## src/rtl/stream_mux_pkg.sv

```systemverilog
// Shared constants and helpers for the round-robin stream multiplexer.
package stream_mux_pkg;

   // Upper bound on channel count supported by the arbiter.
   localparam int MAX_CH = 16;

   // Next round-robin pointer: one past idx, wrapping at num_ch.
   function automatic int unsigned next_ptr(input int unsigned idx, input int unsigned num_ch);
      return (idx + 32'd1 >= num_ch) ? 32'd0 : idx + 32'd1;
   endfunction

endpackage

```

## src/rtl/rr_arbiter.sv

```systemverilog
// Combinational round-robin arbiter: grants the first requester found
// scanning upward from ptr, wrapping modulo NUM_CH.
module rr_arbiter
   import stream_mux_pkg::*;
#(
   parameter int NUM_CH = 4,
   parameter int SEL_W  = $clog2(NUM_CH)
) (
   input  logic [NUM_CH-1:0] req,
   input  logic [SEL_W-1:0]  ptr,
   input  logic              enable,
   output logic [NUM_CH-1:0] grant,
   output logic [SEL_W-1:0]  grant_idx
);

   logic             found;
   logic [SEL_W-1:0] idx;

   // Priority scan starting at ptr; the first hit wins.
   always_comb begin
      // NOTE: every output of a combinational block gets a default first, so no path leaves it unassigned and no latch is inferred.
      grant     = '0;
      grant_idx = '0;
      found     = 1'b0;
      idx       = '0;
      if (enable) begin
         for (int off = 0; off < NUM_CH; off++) begin
            idx = SEL_W'((int'(ptr) + off) % NUM_CH);
            if (!found && req[idx]) begin
               grant[idx] = 1'b1;
               grant_idx  = idx;
               found      = 1'b1;
            end
         end
      end
   end

endmodule

```

## src/rtl/stream_mux_rr.sv

```systemverilog
// N-channel valid/ready stream multiplexer with round-robin arbitration and
// a registered output stage. Reports the source channel on out_sel.
// Optional packet locking: define STREAM_MUX_PKT_LOCK_EN to hold the grant
// on one channel from its first beat until the beat carrying in_last.
module stream_mux_rr
   import stream_mux_pkg::*;
#(
   parameter int NUM_CH = 4,
   parameter int WIDTH  = 8,
   parameter int SEL_W  = $clog2(NUM_CH)
) (
   input  logic                    clk,
   input  logic                    rst_n,
   input  logic [NUM_CH-1:0]       in_valid,
   input  logic [NUM_CH*WIDTH-1:0] in_data,
   input  logic [NUM_CH-1:0]       in_last,
   output logic [NUM_CH-1:0]       in_ready,
   output logic                    out_valid,
   output logic [WIDTH-1:0]        out_data,
   output logic                    out_last,
   output logic [SEL_W-1:0]        out_sel,
   input  logic                    out_ready
);

   if (NUM_CH < 2 || NUM_CH > MAX_CH) begin : g_bad_num_ch
      $error("stream_mux_rr: NUM_CH out of range 2..16");
   end

   logic [WIDTH-1:0]  ch_data [NUM_CH];
   logic [NUM_CH-1:0] req;
   logic [NUM_CH-1:0] grant;
   logic [SEL_W-1:0]  grant_idx;
   logic [SEL_W-1:0]  ptr;
   logic              load_en;
   logic              xfer;
   logic              ptr_adv;

   for (genvar i = 0; i < NUM_CH; i++) begin : g_unpack
      assign ch_data[i] = in_data[i*WIDTH +: WIDTH];
   end

   // The output register can take a beat when empty or being drained.
   assign load_en = !out_valid | out_ready;

`ifdef STREAM_MUX_PKT_LOCK_EN
   logic             locked;
   logic [SEL_W-1:0] lock_ch;

   // While a packet is open only its channel may request.
   always_comb begin
      req = in_valid;
      if (locked) begin
         req          = '0;
         req[lock_ch] = in_valid[lock_ch];
      end
   end

   // Pointer moves only when a packet closes.
   assign ptr_adv = in_last[grant_idx];

   // Open the lock on a non-last beat, close it on the last beat.
   always_ff @(posedge clk or negedge rst_n) begin
      if (!rst_n) begin
         locked  <= 1'b0;
         lock_ch <= '0;
      end else if (xfer) begin
         locked  <= !in_last[grant_idx];
         lock_ch <= grant_idx;
      end
   end
`else
   assign req     = in_valid;
   assign ptr_adv = 1'b1;
`endif

   rr_arbiter #(
      .NUM_CH (NUM_CH),
      .SEL_W  (SEL_W)
   ) u_arb (
      .req       (req),
      .ptr       (ptr),
      .enable    (load_en & rst_n),
      .grant     (grant),
      .grant_idx (grant_idx)
   );

   // Grants are already qualified by load_en and only go to valid requesters.
   assign in_ready = grant;
   assign xfer     = |grant;

   // Output register and round-robin pointer.
   always_ff @(posedge clk or negedge rst_n) begin
      if (!rst_n) begin
         out_valid <= 1'b0;
         out_data  <= '0;
         out_last  <= 1'b0;
         out_sel   <= '0;
         ptr       <= '0;
      end else if (load_en) begin
         // NOTE: sequential state uses non-blocking assignments so every register samples pre-edge values.
         if (xfer) begin
            out_valid <= 1'b1;
            out_data  <= ch_data[grant_idx];
            out_last  <= in_last[grant_idx];
            out_sel   <= grant_idx;
            if (ptr_adv) begin
               ptr <= SEL_W'(next_ptr(32'(grant_idx), NUM_CH));
            end
         end else begin
            out_valid <= 1'b0;
         end
      end
   end

endmodule

```

## config.mk

```make
export PLATFORM = sky130hd
export DESIGN_NAME = stream_mux_rr
export DESIGN_NICKNAME = d
export VERILOG_FILES = /design/src/rtl/stream_mux_pkg.sv /design/src/rtl/rr_arbiter.sv /design/src/rtl/stream_mux_rr.sv
export SDC_FILE = /design/constraint.sdc
export NUM_CORES = 1
export LEC_CHECK = 0
export ABC_AREA = 1
export CAP_MARGIN = 30
export CORE_AREA = 5 5 64 66
export CTS_BUF_LIST = sky130_fd_sc_hd__clkbuf_2 sky130_fd_sc_hd__clkbuf_4 sky130_fd_sc_hd__clkbuf_8
export CTS_CLUSTER_DIAMETER = 60
export DETAILED_ROUTE_END_ITERATION = 12
export DIE_AREA = 0 0 69 71
export HOLD_SLACK_MARGIN = 0.1
export PLACE_DENSITY_LB_ADDON = 0.12
export SYNTH_ARGS = -nofsm -noshare
export SYNTH_HDL_FRONTEND = slang
export SYNTH_HIERARCHICAL = 1
export SYNTH_SLANG_ARGS = --single-unit
```

## constraint.sdc

```tcl
create_clock -name clk -period 5.1 [get_ports clk]
set_clock_uncertainty 0.05 [all_clocks]
set_input_delay 1.53 -clock clk [delete_from_list [all_inputs] [get_ports clk]]
set_output_delay 1.53 -clock clk [all_outputs]
set_load 0.02 [all_outputs]
```

### Cell outlines without signal wires, run 1

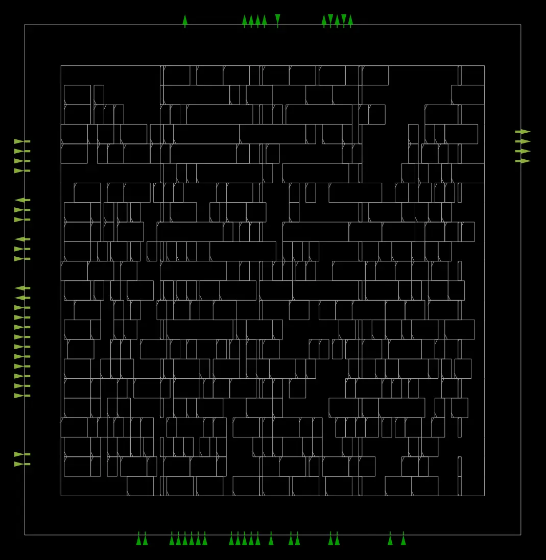
Post-Layout Cell Count: 365
fill cell instance count of the final layout: 353
Placeable Area: 0.00352 mm2
num tapcells: 48

### Clock wires, drivers and flops, run 1

Scale bar: 20 um.
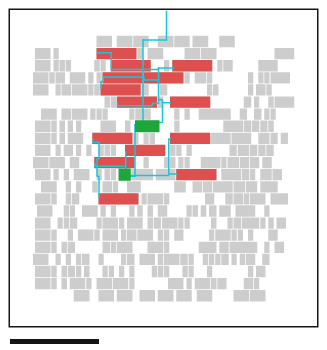
[clock wires] cyan | length: 167 um
[clock-net drivers] green | count: 3
[flip-flops] red | count: 14
routed clock nets	4
clock latency reported for the late side of the worst-skew pair: 0.28 ns
clk pwr: 0.0786 mW

### Zoomed window, run 1

Window x 14 to 54, y 1 to 41 um. Cells in grey, sequential cells in the stronger grey; small squares are vias.
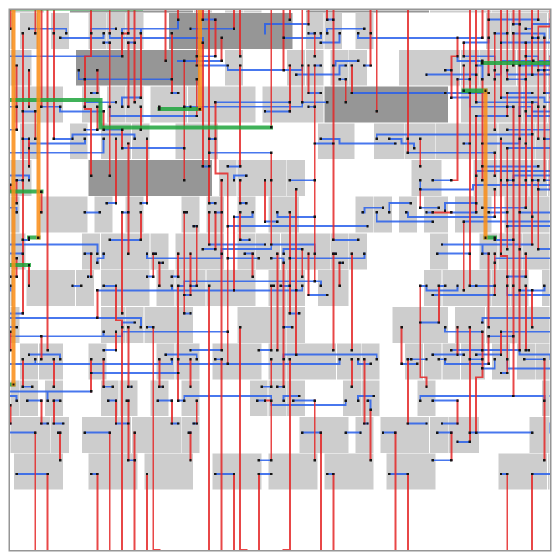
layer	colour
M3	green
M4	orange
M1	blue
M2	red
most frequent	nand2_1 (47), inv_1 (24), clkdlybuf4s50_1 (21)
netlist names of flops here include	out_data (3), ptr (1)
cells with their middle in the window	146
sequential cells in the window	4

### Wiring by layer, run 1

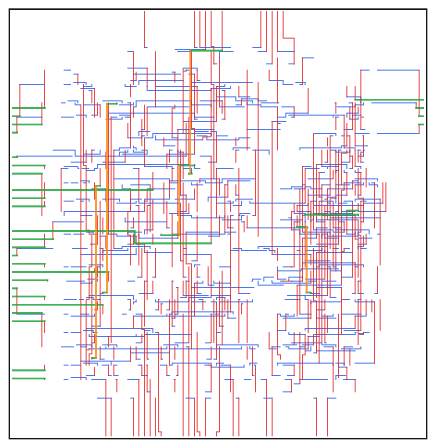
layer	colour	wire length
M2	red	2010 um
M4	orange	103 um
M3	green	214 um
M1	blue	1480 um
Routed wire per std cell: 10.4 um
overall global routing resource usage: 0.163
total length of routed wires: 3800 um
total number of vias: 1680

==> summary.txt, run 1 <==
This memo summarizes the results of the implementation run.

Drt
The routed design shows a via density per instance of 4.60. Summed over all nets, wire length on met3 after detailed routing comes to 214 um. The routed length on met2 is 2010 um. After the first detailed-routing iteration, the DRC count stood at 51. The detailed-route wire length on metal 1 is 1480 um.

Power
The share of total power dissipated in sequential elements is 0.162. The script extracted a net switching power of 0.719 mW. Internal power comes to 0.594 mW. The total power after layout is 1.31 mW. The highest supply drop recorded on VDD is 0.274 mV. Switching power as a fraction of the total was reported as 0.548.

The areal power density over the cells is 575 mW/mm2. The share of power burned in combinational logic is 0.778.

Global route
For this run, global-route usage on met2 was measured as 0.325. The largest net degree at the start of global routing is 22. The first global-routing pass estimated 6890 um of wire. The number of global-route vias before repair is 1723. The fraction of met1 tracks used by global routing is 0.165. For this run the aggregate overflow at the end of global routing stands at 0. The busiest layer in global routing is met2.

The number of antenna violations at the first check in global routing was 0.

Worst setup path
The data arrival time of the critical path is 3.15 ns. The end point of the critical path is in_ready[3]. The required time at the worst endpoint is listed as 3.52 ns. The highest fanout seen on the critical path is 9. The peak per-stage delay on the critical path is 0.43 ns. In this run the number of cells on the critical path is 11. The number of buffers and inverters on the critical path is 4.

Grouping stages by cell kind, the critical path spends the most delay in simple AND/OR/NAND/NOR gates. The type of the worst setup path is in -> out. Per the timing report, the most critical flop-to-flop path originates at ptr[0]$_DFFE_PN0P_. The worst register-to-register path ends at out_data[4]$_DFFE_PN0P_. The worst register-to-register path has a depth of 19. The source of the critical timing path is in_valid[3]. The critical path capture point type is an output pin. The cell sequence reported for the critical path is clkdlybuf4s50_1 > inv_1 > nand2_1 > nand3_2 > nand2_4 > nor2_4 > nand4_1 > nand3_1 > nand2_1 > inv_1 > dlymetal6s2s_1. The cell with the biggest individual delay on the critical path is clkdlybuf4s50_1.

Cells and area
Per the final layout report, the fraction of cells sized above drive strength 1 comes to 0.167. Leaving out fill and tap cells, the most frequent cells in the layout are 91 x nand2_1, 54 x clkdlybuf4s50_1, 50 x inv_1. The number of logic gates is 182.

By area, combinational gates come first. The logic area is 0.00101 mm2. The clock-cell share of area is 0.0159. The number of sequential cells in the layout is 14. The non-clock buffer count in the final layout is 61.

The fraction of cell area in non-clock buffers is 0.268. The flip-flop count of the largest register after layout is 8. The area of all placed cells without fillers is 0.00228 mm2.

The sequential cell area is 350 um2. The top register by number of flip-flops is out_data. The most common logic cell in the routed design is nand2_1.

Synth
By count the netlist is led by 91 x nand2_1, 50 x inv_1, 21 x nand3_1, 20 x nand2_2, 14 x dfrtp_1. The number of different library cells used by synthesis comes to 25. For reference, the top logic cell family by area is simple AND/OR/NAND/NOR gates. The simple-gate share of the synthesized area is 0.495.

Among all cell types in the netlist, the one instantiated most often is nand2_1. The Yosys warning count is 6. The top-area cell type share of the netlist area is 0.211. By area the synthesized netlist is led by dfrtp_1 21%, nand2_1 21%, inv_1 11%. The post-synthesis average cell area is 6.42 um2.

Of the total synthesized cell area, the portion taken by AND-OR and OR-AND cells is 0.0512. For reference, the mux area share after synthesis is 0. The net count after synthesis is 310. The share of async-settable or async-resettable flops after synthesis is 1.00.

The cell-mix breakdown from Yosys lists the XOR/XNOR area share as 0.

Die
For this design the top-level I/O count stands at 59. After floorplanning, the die was sized to cover 0.00490 mm2. The die is 71 um tall.

Min path
The worst hold path stage count is 2. The worst hold path belongs to the class reg -> reg.

CTS
In this run the post-CTS setup repair buffer count came out at 0. TritonCTS built the clock tree. The clock tree buffer depth is 2. CTS added clock buffers totalling 3. The cell at the root of the clock tree is clkbuf_4. The total clock sinks is 14. The number of hold buffers added after CTS is 0.

Timing
Counting I/O delays and the setup requirement, the final critical path takes 4.73 ns. The count of final max-slew check failures is 0. Setup repair after global routing left no endpoint under its margin.

The worst slew margin relative to its limit is 0.710. The last timing report of the flow puts the setup violation total at 0. The final timing summary puts the cycle share of the worst path at 0.927.

Run status
The run finished with clean final reports.

Place
The buffer_ports step reported a buffer count of 58.

Flow run
The number of warnings in the stage logs is 32.
### The metal 3 layer, run 1

Scale bar: 20 um.
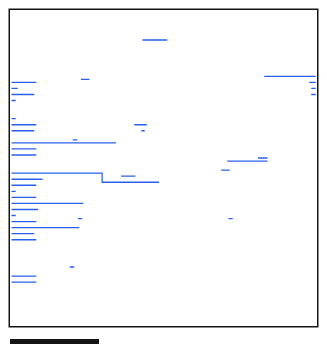

==> run 2, diff against run 1 <==
--- a/config.mk
+++ b/config.mk
@@ -6,12 +6,11 @@
 export NUM_CORES = 1
 export LEC_CHECK = 0
 export ABC_AREA = 1
-export CAP_MARGIN = 30
-export CORE_AREA = 5 5 64 66
+export CORE_AREA = 5 5 71 60
 export CTS_BUF_LIST = sky130_fd_sc_hd__clkbuf_2 sky130_fd_sc_hd__clkbuf_4 sky130_fd_sc_hd__clkbuf_8
 export CTS_CLUSTER_DIAMETER = 60
 export DETAILED_ROUTE_END_ITERATION = 12
-export DIE_AREA = 0 0 69 71
+export DIE_AREA = 0 0 76 65
 export HOLD_SLACK_MARGIN = 0.1
 export PLACE_DENSITY_LB_ADDON = 0.12
 export SYNTH_ARGS = -nofsm -noshare
### The metal 3 layer, run 2

Scale bar: 20 um.
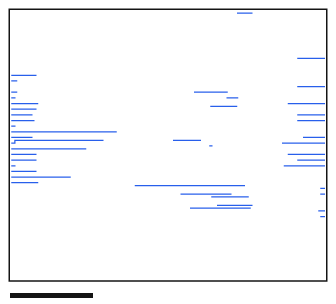
longest straight run	26.2 um
share of all routed wire	8.2%
wire length on this layer	314 um
total length of routed wires: 3830 um
total number of vias: 1633
met3 track demand over resource: 0.0319

### Wiring by layer, run 2

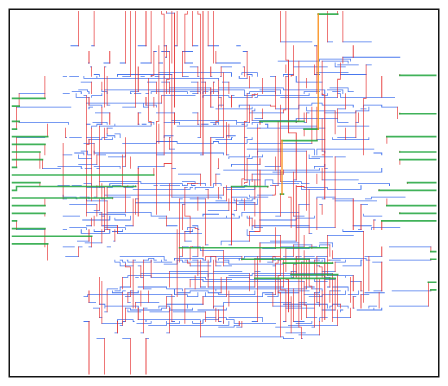
layer	colour	wire length
M2	red	1520 um
M1	blue	1970 um
M3	green	314 um
M4	orange	29.9 um
overall global routing resource usage: 0.149
Routed wire per std cell: 10.6 um

==> summary.txt, run 2 <==
This memo summarizes the results of the implementation run.

Run status
The flow ran to the end, and the final reports show no timing, DRC or antenna violations.

Global route
Entering global routing, the biggest net connects 20 pins. The number of global-route vias before repair is 1388. On met1, the global router reports a usage of 0.232. In the global route stage, met2 resource usage came out at 0.207. The total overflow left after global routing is 0. The number of antenna violations at the first check in global routing is 0.

Worst setup path
The critical path is of the in -> out type. The critical path endpoint has a required time of 3.52 ns. The number of buffer and inverter instances along the worst setup path is 5. The startpoint of the most critical register-to-register path is ptr[0]$_DFFE_PN0P_. The top cell family by delay on the critical path is buffers and inverters.

The cell count along the critical path is 12. On the worst path, the slowest cell contributes a delay of 0.49 ns. The worst reg2reg path endpoint is ptr[1]$_DFFE_PN0P_. Following the worst setup path forward leads to its endpoint at in_ready[1]. The worst register-to-register path depth is 14. The critical path capture point type is an output pin.

The data arrival time of the critical path is 3.12 ns.

CTS
The clock tree from TritonCTS is done. The insertion delay of the later-clocked pin in the worst-skew pair is 0.24 ns. Looking at the clock tree report, the maximum root-to-sink buffer count equals 2. The tree built by TritonCTS fans out to 14 sinks. In this run the clock root is driven by a clkbuf_8.

Cells and area
The post-layout instance count excluding filler cells is 361. The non-clock buffer count in the final layout is 60. The finished cells cover 0.00230 mm2.

The number of fill cells is 334. In the layout the tool counted multi-input logic cells amounting to 183. The largest contributor to cell area by class is combinational gates. Sequential cells placed in the final layout were counted as 14.

More flip-flops sit in one register than any other, and that register is out_data. The clock-cell share of area is 0.0240. The logic area is 0.00101 mm2. In the layout the commonest cells are 91 x nand2_1, 54 x clkdlybuf4s50_1, 50 x inv_1.

Of the cells placed in the final design, the portion with a size suffix greater than 1 is 0.167. The most common logic cell in the routed design is nand2_1.

Drt
The violation count after the first detailed-routing iteration is 142. After detailed routing, the met2 layer carries 1520 um of wire. In the per-layer summary, the met1 wirelength comes to 1970 um. The routed length on met3 is 313 um.

Timing
The number of failing setup endpoints in the final timing report is 0. Setup repair after global routing left no endpoint under its margin. Per the final report, max-transition violations number 0. Across all checked pins, the minimum headroom to the slew limit is 0.636.

Place
Per the placement log, port buffering inserted 58 buffers.

Synth
Ranked by instance count, the synthesized netlist is headed by 91 x nand2_1, 50 x inv_1, 21 x nand3_1, 20 x nand2_2, 14 x dfrtp_1. Among all cell types in the netlist, the one instantiated most often is nand2_1. The Yosys warning count is 6. At floorplan, the net count of the design was reported as 310. The post-synthesis average cell area is 6.42 um2.

Per the synthesis report, the AND-OR/OR-AND share of the synthesized area is 0.0512. The synthesized netlist contains 25 unique library cells. Ranked by total cell area, the synthesized netlist is headed by dfrtp_1 21%, nand2_1 21%, inv_1 11%.

The dominant kind of combinational cell is simple AND/OR/NAND/NOR gates. Per the synthesis report, the XOR/XNOR share of the synthesized area is 0. For this run, asynchronously set or reset flops after synthesis account for 1.00.

Flow run
The logs give a warning total of 32.

Power
The cell internal power dissipation is 0.615 mW. Total power for the finished layout comes to 1.35 mW. The script computed the net switching share of total power as 0.545. The clock group power is 0.106 mW. The share of power burned in combinational logic is 0.765.

Per the power-grid run, VDD falls by no more than 0.252 mV. The part of the power in registers is 0.156. The net switching power is 0.736 mW.

Die
The core region is 0.00358 mm2. The area enclosed by the die boundary is 0.00494 mm2. The die is 65 um tall. The floorplan report gives the top-level pin count as 59.

Min path
The worst hold path stage count is 2.
### Cell outlines without signal wires, run 2

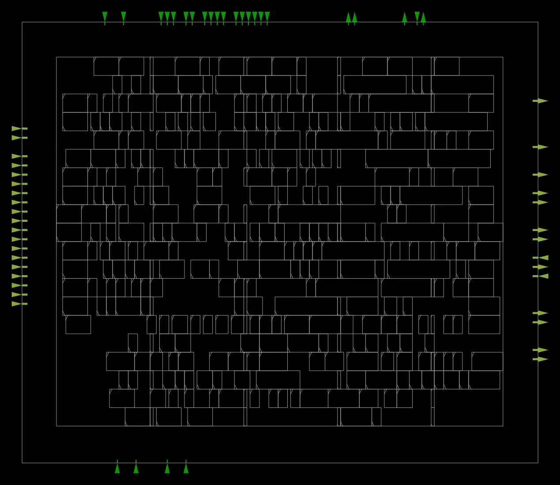

==> run 3, diff against run 2 <==
--- a/config.mk
+++ b/config.mk
@@ -13,6 +13,7 @@
 export DIE_AREA = 0 0 76 65
 export HOLD_SLACK_MARGIN = 0.1
 export PLACE_DENSITY_LB_ADDON = 0.12
+export REMOVE_ABC_BUFFERS = 1
 export SYNTH_ARGS = -nofsm -noshare
 export SYNTH_HDL_FRONTEND = slang
 export SYNTH_HIERARCHICAL = 1
### Cell outlines without signal wires, run 3

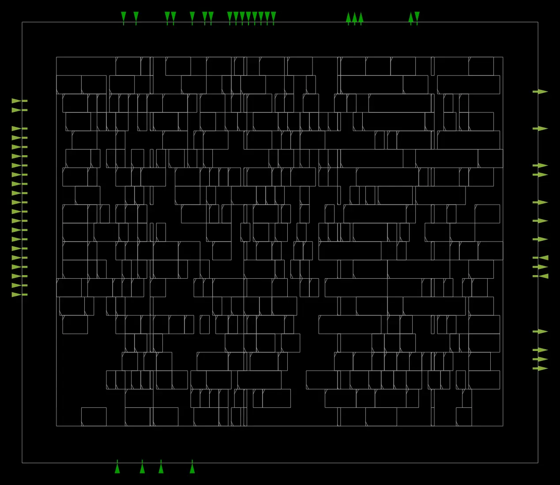
num tapcells: 44
row count: 20
Placeable Area: 0.00358 mm2
number of flip-flops and latches: 14

==> summary.txt, run 3 <==
This memo summarizes the results of the implementation run.

Power
The total power after layout is 1.35 mW. The fraction of power spent switching nets is 0.542. The part of the power in registers is 0.157. The share of power burned in combinational logic is 0.766.

The areal power density over the cells is 589 mW/mm2. The script extracted a net switching power of 0.732 mW. The power report lists cell-internal power as 0.619 mW.

Global route
Entering global routing, the biggest net connects 20 pins. Routing resource usage on met1 recorded by global route was 0.230. The met2 routing resource usage after global routing is 0.228. The busiest layer in global routing is met1.

For met3 alone, demand over resource in global routing was 0.0361. The global-route wire length before repair is 6440 um. The number of antenna violations at the first check in global routing is 0. For this run the aggregate overflow at the end of global routing stands at 0.

Overall routing resource usage recorded by global route was 0.156. The number of global-route vias before repair came to 1463.

Cells and area
At the end of the flow the core is filled with cells to 0.641. After layout, the buffer instance count without clock buffers stands at 61. The fraction of cell area in non-clock buffers is 0.266.

In the final layout, the fill cell count is 337. In the final layout, the multi-input gates occupy 0.00101 mm2. The flip-flop count of the largest register after layout is 8. Measured on the final layout, the clock distribution area share stands at 0.0240. The most common logic cell in the routed design is nand2_1.

Once layout is done, the placed cells without fillers occupy 0.00229 mm2. The layout report lists the combined flip-flop and latch area as 350 um2. The count of cells in the finished layout, fillers not included, comes to 361. Per the cell usage report, the commonest logic cells after layout are 91 x nand2_1, 54 x clkdlybuf4s50_1, 50 x inv_1. Among all cell classes, the greatest summed area belongs to combinational gates.

Die
The number of top-level design ports is 59. The chip height is 65 um. The die covers 0.00494 mm2.

Worst setup path
The cell with the biggest individual delay on the critical path is clkdlybuf4s50_1. The peak per-stage delay on the critical path is 0.49 ns. The startpoint of the most critical register-to-register path is ptr[0]$_DFFE_PN0P_.

The critical path required time is 3.52 ns. The data arrival time of the critical path is 3.21 ns. The highest fanout seen on the critical path is 7. The source of the critical timing path is in_valid[1].

The worst setup path is of the in -> out kind. Logic depth along the worst register-to-register path is recorded as 17. In this run the worst setup path terminates at in_ready[0].

Grouping stages by cell kind, the critical path spends the most delay in buffers and inverters. The number of buffers and inverters on the critical path is 5. The critical path capture point type is an output pin.

Synth
The post-synthesis average cell area is 6.42 um2. Per the synthesis report, the XOR/XNOR share of the synthesized area is 0. The share of async-settable or async-resettable flops after synthesis is 1.00. In this run, the synthesized area fraction spent on and/or/nand/nor cells is recorded as 0.495.

By area the synthesized netlist is led by dfrtp_1 21%, nand2_1 21%, inv_1 11%. The area fraction of the largest cell type after synthesis is 0.211. The portion of synthesized area spent on multiplexers is 0. The count of unique library cells instantiated by Yosys is 25.

The dominant kind of combinational cell is simple AND/OR/NAND/NOR gates. The Yosys warning count is 6. The most common cell in the synthesized netlist is nand2_1.

In this run, the synthesized area fraction spent on AND-OR/OR-AND gates is recorded as 0.0512.

CTS
For the worst-skew pair, the clock arrives at the later sink with an insertion delay of 0.24 ns. The clock tree from TritonCTS is done. The total clock sinks is 14.

The number of post-CTS setup repair buffers is 0. The tree is rooted in a clkbuf_8. The clock tree buffer depth is 2.

Min path
Along the worst hold path, the cell count comes to 2. The path class of the tightest hold or removal check is reg -> reg.

Flow run
The logs give a warning total of 31.

Place
The count of buffers added on input and output ports is 58.

Drt
The routed length on met2 is 1550 um. The final layout contains routed wiring with a total length of 3880 um. The script logs the mean routed wire length per placed instance as 10.8 um.

Dividing the detail-routed via count by the number of cells gives 4.45. The detailed router put a total of 1960 um of wire on met1. For this block, the initial DRC count from the detailed router was 108.

Timing
Setup repair after global routing left no endpoint under its margin. The count of final max-slew check failures is 0. The worst slew margin relative to its limit is 0.686. The minimum period implied by the final worst setup slack is 4.79 ns. For this run, the final setup violation count is recorded as 0.

Run status
The flow ran to the end, and the final reports show no timing, DRC or antenna violations.
### Wiring by layer, run 3

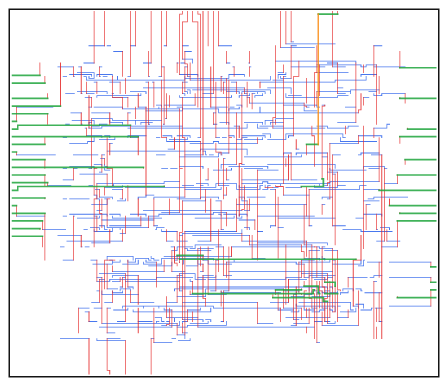
layer	colour	wire length
M3	green	349 um
M4	orange	23.1 um
M2	red	1550 um
M1	blue	1960 um

Power is estimated from default activity; no workload was simulated.
